<file path="src/rtl/fetch_pc_stage.sv">
// -----------------------------------------------------------------------------
// fetch_pc_stage
//
// PC register and instruction-fetch stage. Issues word addresses to a
// synchronous instruction ROM (1-cycle read latency), buffers the returned
// instructions together with their PC in a 2-entry FIFO toward decode, and
// redirects fetch when the branch unit reports a taken branch.
//
// Ports:
//   clk         in   1      single clock, rising edge
//   reset       in   1      synchronous, active-high
//   pc_sel      in   1      branch taken; redirect request
//   br_pc       in   32     branch target; only [PC_W-1:2] used
//   imem_en     out  1      read strobe to instruction ROM
//   imem_addr   out  PC_W   byte address to ROM (word aligned)
//   imem_rdata  in   INS_W  ROM data, valid the cycle after imem_en
//   if_valid    out  1      head entry valid toward decode
//   if_ready    in   1      decode accepts head entry
//   if_pc       out  PC_W   PC of head entry
//   if_instr    out  INS_W  instruction of head entry
// -----------------------------------------------------------------------------
module fetch_pc_stage #(
  parameter int PC_W  = 9,
  parameter int INS_W = 32
) (
  input  logic             clk,
  input  logic             reset,
  input  logic             pc_sel,
  input  logic [31:0]      br_pc,
  output logic             imem_en,
  output logic [PC_W-1:0]  imem_addr,
  input  logic [INS_W-1:0] imem_rdata,
  output logic             if_valid,
  input  logic             if_ready,
  output logic [PC_W-1:0]  if_pc,
  output logic [INS_W-1:0] if_instr
);

  typedef enum logic {
    BOOT = 1'b0,
    RUN  = 1'b1
  } state_t;

  state_t state_q, state_d;

  logic [PC_W-1:0]  pc_q;
  logic [PC_W-1:0]  inflight_pc;
  logic             inflight;

  logic [PC_W-1:0]  fifo_pc    [2];
  logic [INS_W-1:0] fifo_instr [2];
  logic             rd_ptr;
  logic             wr_ptr;
  logic [1:0]       cnt;

  logic             pop;
  logic             push;
  logic             issue;
  logic [2:0]       credit;
  logic [PC_W-1:0]  target;

  // State register: BOOT is held for exactly one cycle after reset so the
  // ROM never sees a strobe on the reset-release cycle.
  always_ff @(posedge clk) begin
    if (reset) begin
      state_q <= BOOT;
    end else begin
      state_q <= state_d;
    end
  end

  always_comb begin
    state_d = state_q;
    case (state_q)
      BOOT:    state_d = RUN;
      RUN:     state_d = RUN;
      default: state_d = BOOT;
    endcase
  end

  // Handshake and issue logic. A redirect suppresses the head valid, the
  // pop, the issue and the push of returning wrong-path data in one go.
  // The credit counts buffered entries plus the one in flight, less the one
  // leaving this cycle, so an issued read always finds a free FIFO slot.
  always_comb begin
    target   = {br_pc[PC_W-1:2], 2'b00};
    if_valid = (cnt != 2'd0) && !pc_sel;
    pop      = if_valid && if_ready;
    push     = inflight && !pc_sel;
    credit   = {1'b0, cnt} + {2'b00, inflight} - {2'b00, pop};
    issue    = (state_q == RUN) && !pc_sel && (credit < 3'd2);
    imem_en  = issue;
    imem_addr = pc_q;
    if_pc    = fifo_pc[rd_ptr];
    if_instr = fifo_instr[rd_ptr];
  end

  // PC and in-flight tracking. inflight_pc remembers which address the ROM
  // is answering so the returning word can be tagged with its PC.
  always_ff @(posedge clk) begin
    if (reset) begin
      pc_q        <= '0;
      inflight    <= 1'b0;
      inflight_pc <= '0;
    end else if (pc_sel) begin
      pc_q     <= target;
      inflight <= 1'b0;
    end else if (issue) begin
      inflight    <= 1'b1;
      inflight_pc <= pc_q;
      pc_q        <= pc_q + PC_W'(4);
    end else begin
      inflight <= 1'b0;
    end
  end

  // Two-entry FIFO toward decode. A redirect empties it by resetting the
  // pointers; stale storage contents are harmless because valid is cnt-based.
  always_ff @(posedge clk) begin
    if (reset) begin
      cnt    <= 2'd0;
      rd_ptr <= 1'b0;
      wr_ptr <= 1'b0;
      for (int i = 0; i < 2; i++) begin
        fifo_pc[i]    <= '0;
        fifo_instr[i] <= '0;
      end
    end else if (pc_sel) begin
      cnt    <= 2'd0;
      rd_ptr <= 1'b0;
      wr_ptr <= 1'b0;
    end else begin
      if (push) begin
        fifo_pc[wr_ptr]    <= inflight_pc;
        fifo_instr[wr_ptr] <= imem_rdata;
        wr_ptr             <= ~wr_ptr;
      end
      if (pop) begin
        rd_ptr <= ~rd_ptr;
      end
      case ({push, pop})
        2'b10:   cnt <= cnt + 2'd1;
        2'b01:   cnt <= cnt - 2'd1;
        default: cnt <= cnt;
      endcase
    end
  end

endmodule

</file>
<file path="config.mk">
export PLATFORM = sky130hd
export DESIGN_NAME = fetch_pc_stage
export DESIGN_NICKNAME = d
export VERILOG_FILES = /design/src/rtl/fetch_pc_stage.sv
export SDC_FILE = /design/constraint.sdc
export NUM_CORES = 1
export LEC_CHECK = 0
export ABC_AREA = 1
export CORE_MARGIN = 2
export CORE_UTILIZATION = 52
export DETAILED_ROUTE_END_ITERATION = 8
export GPL_TIMING_DRIVEN = 0
export PLACE_DENSITY = 0.83
export SYNTH_ARGS = -nofsm -noshare
export SYNTH_HDL_FRONTEND = slang
export SYNTH_SLANG_ARGS = --single-unit
</file>
<file path="constraint.sdc">
create_clock -name clk -period 6.95 [get_ports clk]
set_clock_uncertainty 0.1 [all_clocks]
set_input_delay 2.085 -clock clk [delete_from_list [all_inputs] [get_ports clk]]
set_output_delay 2.085 -clock clk [all_outputs]
set_load 0.05 [all_outputs]
</file>
### Where the registers sit, run 1

Other sequential cells in the stronger gray, the rest of the logic in the fainter gray.
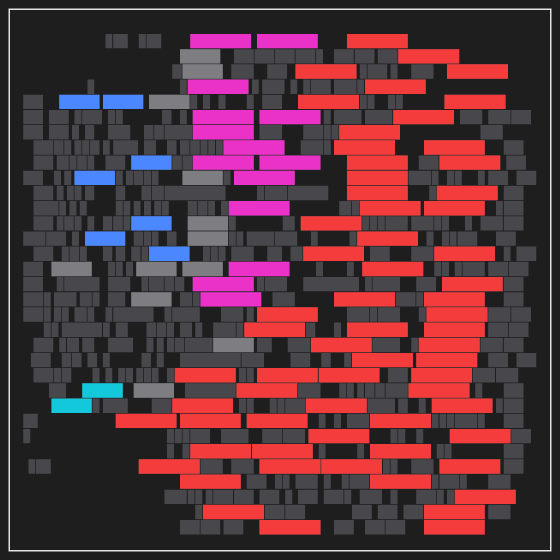
color	netlist name	flops
cyan	cnt	2
blue	imem_addr	7
red	fifo_instr	64
magenta	fifo_pc	14
not colored	12
Seq group: 672 uW
flop share of the area: 47.69%
Reg area: 2763 um2
fin util: 70.15%

### Clock distribution, run 1

Bar = 20 um.
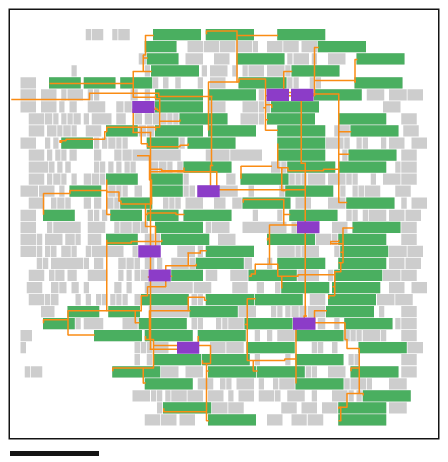
[green] flip-flops | count: 99
[purple] clock drivers | count: 9
[orange] clock wires | length: 1000 um
routed clock nets	10
Clk power: 421 uW
Latency at later pin: 0.35 ns

==> Changelog: implementation, run 1 <==
## Implementation

* Fillers at 601
* Clk pwr share at 33.3%
* Yosys chip area at 4468 um2
* Synth Warn # at 0
* Synthesized cell area at 4468 um2
* Setup slack at placement at 0.08669 ns
* Post-CTS setup buffer count at 0
* Yosys simple share at 15.43%
* Clk sinks at 99
* Buffers & Inverters on Critical Path at 4
* Plain + repair buffers at 112
* Setup violations, final at 0
* Unique masters post-synth at 29
* Max VDD drop at 0.1042 mV
* Min-delay src: inflight_pc[3]
* HP Class: reg2reg
* First-pass GRT wire length at 14460 um
* Buffering overhead at 19.37%
* GRT Overall Usage at 19.36%
* Die X at 96.70 um
* Comb area leader: simple AND/OR/NAND/NOR gates
* Status: complete, no violations
* GR Overflow Total at 0
* Initial antenna violation count at 0
* CTS tree: done
* Post-synth ARST share at 0%
* Maxcap violations at 0
* Largest net degree at the start of global routing at 25
* Final Cell Area at 5793 um2
* Flops after synth at 99
* Post-Syn Area per Cell at 11.01 um2
* Sequential cell count at 99
* Die Y-Extent at 96.70 um
* WL met3 at 464 um
* Fin crit period at 6.473 ns
* Slew Limit Fails at 0
* Vias/cell at 4.973
* R2R Setup Slk at 4.33 ns
* Setup ws final at 0.4768 ns
* Int Pwr at 964.0 uW
* CORE AREA at 8258 um2
* Crit path capture: imem_en
* WHS at 0.3837 ns
* Starting Density at 54.11%
* Overall Power at 1.264 mW
* H-tree Lvls at 3
* Clock buffer cells at 13
* Startpoint types: input pin
* Most frequent cells in the layout: clkdlybuf4s50_1, nor2_1, edfxtp_1
* Fin crit share at 93.14%
* Pre-antenna DRT Iters at 4
* Vias in the first global route at 3066
* WHS Path Cells at 2
* Nets at 583
* Share of cells above drive strength 1 at 18.22%
* Most frequent cell after synthesis: nor2_1
* WL final at 8891 um
* Top cell by count, worst path: nand2_1
* Port bufs at 89
* Cell taking the most area after synthesis: edfxtp_1
* Final ANT Viol Nets at 0
* Log Warnings at 51
* Cts repair resizes at 0
* I/O Pins at 120
* # diodes at 0
* Clk buf depth at 2
* RSZ-0062 raised after global routing: false
* Arr. time, crit path at 4.29 ns
* Yosys cell count at 406
* Net Sw Frac at 23.75%
* P_sw at 300.3 uW
* Area fraction in mux cells at 9.829%
* Worst r2r src: cnt[1]
* Adder Area Share at 1.288%
* Worst R2R Path Depth at 14
* Cell count after placement at 605
* Invs w/o clock at 56
* Critical path endpoint category: primary output
* Die Size at 9350 um2
* Hold_buf cts at 0
* Hold Path Sink: inflight_pc[3]
* Measured slew at the worst slew-check pin at 0.5385 ns
* Static leakage at 2.399 nW
* Layout clock area frac at 4.082%
* Worst-path fanout max at 3
* Critical path launch point: if_ready
* Crit path cell chain: clkdlybuf4s50_1 -> nand2_1 -> clkinv_1 -> ha_1 -> inv_1 -> nand2_1 -> fa_1 -> nand3_4 -> nor2_4 -> dlymetal6s2s_1
* Syn Inst Count at 406
* Post-synth seq share at 61.83%
* Combinational Gates at 233
* Fin. Hold Viols at 0
### Gate families picked out, run 1

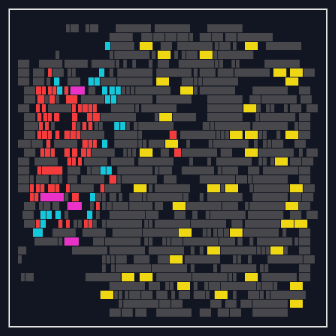
color	family	cells	most used
yellow	mux cells	39	mux2_2
red	nand cells	70	nand2_1
cyan	aoi and oai cells	23	a21oi_1
magenta	fa/ha/maj cells	4	ha_1
Comb/total area: 22.87%
dominant logic cell type in the layout: clkdlybuf4s50_1
fin cells: 621

## run 1: worst reg2reg max path, cell delays in order (launching register included)
cell	delay (ns)
dfxtp_1	0.43
inv_2	0.09
a21oi_2	0.14
nand2_1	0.09
clkinv_1	0.09
ha_1	0.22
inv_1	0.05
nand2_1	0.05
fa_1	0.55
nand2_1	0.08
nor2_2	0.10
nand2_2	0.12
buf_6	0.16
o21ai_0	0.17
a21oi_1	0.05
## run 1: layer usage
layer	vias to the layer above	GRT usage, %
li1	1524	-
met1	1454	22.86
met2	97	34.94
met3	13	3.829
met4	0	7.042
met5	-	0
## run 1: sequential cells by signal, summed over array words and instances, names as in the netlist, 2 cells and up, named ones only
| name | flops |
|---|---|
| cnt | 2 |
| fifo_pc | 14 |
| fifo_instr | 64 |
| imem_addr | 7 |
| inflight_pc | 7 |
--- run 2 (diff from run 1) ---
- CELL_PAD_IN_SITES_DETAIL_PLACEMENT: unset -> 0
- CELL_PAD_IN_SITES_GLOBAL_PLACEMENT: unset -> 1
- CORE_UTILIZATION: 52 -> 40
- TNS_END_PERCENT: unset -> 20
### Gate families picked out, run 2

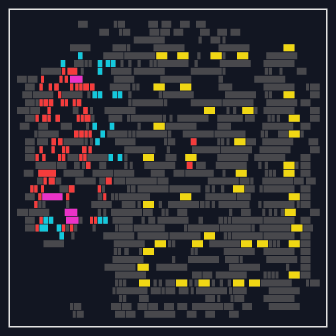
color	family	cells	most used
magenta	fa/ha/maj cells	4	ha_1
cyan	aoi and oai cells	23	a21oi_1
red	nand cells	70	nand2_1
yellow	mux cells	39	mux2_2
Comb/total area: 22.67%
fin cells: 656

### Placed cells, one color a class, run 2

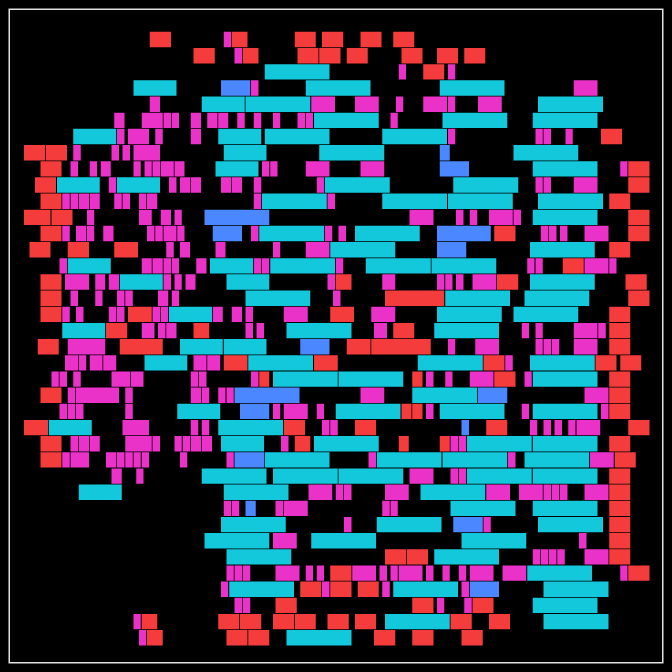
color	class	cells	share of their area
magenta	combinational and other logic	289	27%
cyan	sequential cells	99	49%
red	remaining buffers and delay cells	112	20%
blue	clock drivers and dummy loads	16	4.2%
flop share of the area: 47.27%
fin util: 53.68%
row count: 38
Final Cell Area: 5844 um2
CORE AREA: 10890 um2

==> Changelog: implementation, run 2 <==
## Implementation

* Unique masters post-synth at 29
* Hold Path Sink: inflight_pc[8]
* Slew Limit Headroom at 62.71%
* Clock buffer cells at 12
* Invs w/o clock at 56
* Min-delay src: inflight_pc[8]
* Fin crit share at 93.18%
* DR iter-0 viols at 131
* WL final at 8744 um
* Starting Density at 41.04%
* Worst R2R Path Depth at 16
* Critical path endpoint category: primary output
* Comb. cell area at 1325 um2
* Buffering overhead at 19.33%
* Flops after synth at 99
* Die Size at 12030 um2
* GRT Overall Usage at 15.54%
* Yosys simple share at 15.43%
* Worst r2r src: cnt[1]
* Pre-antenna DRT Iters at 4
* Syn Inst Count at 406
* Post-CTS setup buffer count at 0
* GR Overflow Total at 0
* Max FFs per register at 64
* Top cell by count, worst path: nand2_1
* P_sw at 299.4 uW
* Most frequent cell after synthesis: nor2_1
* # diodes at 0
* I/O Pins at 120
* CTS tree: done
* Plain + repair buffers at 112
* WL met3 at 440 um
* RSZ-0062 raised after global routing: false
* Share of cells above drive strength 1 at 18.41%
* Initial antenna violation count at 0
* Setup violations, final at 0
* Comb area leader: simple AND/OR/NAND/NOR gates
* Largest net degree at the start of global routing at 23
* Post-synth ARST share at 0%
* First-pass GRT wire length at 13970 um
* Port bufs at 89
* Die Y-Extent at 109.7 um
* Static leakage at 2.405 nW
* Adder Area Share at 1.288%
* Setup slack at placement at 0.08434 ns
* Sequential cell count at 99
* Log Warnings at 51
* H-tree Lvls at 3
* Layout clock area frac at 4.046%
* Setup ws final at 0.4738 ns
* Fillers at 1006
* Maxcap violations at 0
* Post-Syn Area per Cell at 11.01 um2
* Measured slew at the worst slew-check pin at 0.5575 ns
* Area fraction in mux cells at 9.829%
* Reg area at 2763 um2
* Int Pwr at 962.7 uW
* Vias in the first global route at 3005
* Max-area cell share at 52.42%
* Fin. Hold Viols at 0
* Main flop type: edfxtp_1
* Yosys chip area at 4468 um2
* Cell taking the most area after synthesis: edfxtp_1
* Most frequent cells in the layout: clkdlybuf4s50_1, nor2_1, edfxtp_1
* Clk buf depth at 2
* Dominant logic cell type in the layout: clkdlybuf4s50_1
* Combinational Gates at 233
* Status: complete, no violations
* Net Sw Frac at 23.72%
* Max VDD drop at 0.1240 mV
* Crit path capture: imem_en
* Critical path depth in cells at 10
* Startpoint types: input pin
* WHS Path Cells at 2
* Vias/cell at 4.540
* Die X at 109.7 um
* Crit path cell chain: clkdlybuf4s50_1 -> nand2_1 -> clkinv_1 -> ha_1 -> inv_1 -> nand2_1 -> fa_1 -> nand3_4 -> nor2_4 -> dlymetal6s2s_1
* Yosys cell count at 406
* Nets at 583
* Hold_buf cts at 0
* Cts repair resizes at 0
* Synth Warn # at 0
* Post-synth top cells: nor2_1, edfxtp_1, inv_1
* Clk sinks at 99
* Overall Power at 1.262 mW
* Worst-path fanout max at 3
* R2R Setup Slk at 4.36 ns
* Arr. time, crit path at 4.29 ns
* Critical path launch point: if_ready
* Clk pwr share at 33.3%
* Largest registers: fifo_instr: 64 flops, fifo_pc: 14 flops
* Slew Limit Fails at 0
* HP Class: reg2reg
### Where the registers sit, run 2

Other sequential cells in the stronger gray, the rest of the logic in the fainter gray.
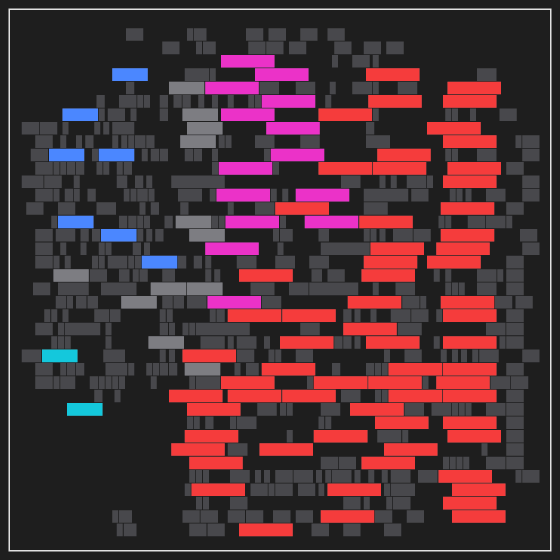
Seq group: 671 uW

run 2: cell counts after synthesis:
Identical to the previous run, type by type.
run 2: per-stage QoR:
stage / hold slack [ns] / area, um2 / instances / utilization [%]
4_1_cts: 0.3857 / 5842 / 656 / 53.65
5_1_grt: 0.4227 / 5844 / 656 / 53.68
3_3_place_gp: 0.3597 / 5545 / 638 / 50.93
3_5_place_dp: 0.3714 / 5605 / 640 / 51.48
2_1_floorplan: 0.3496 / 4479 / 409 / -
6_report: 0.3864 / 5844 / 656 / 53.68
run 2: layer usage:
layer | GRT usage (%) | vias to the layer above
met4 | 6.962 | 0
met2 | 26.94 | 80
met5 | 0 | -
met1 | 18.88 | 1362
li1 | - | 1523
met3 | 2.727 | 13
Power and IR drop assume default switching activity.
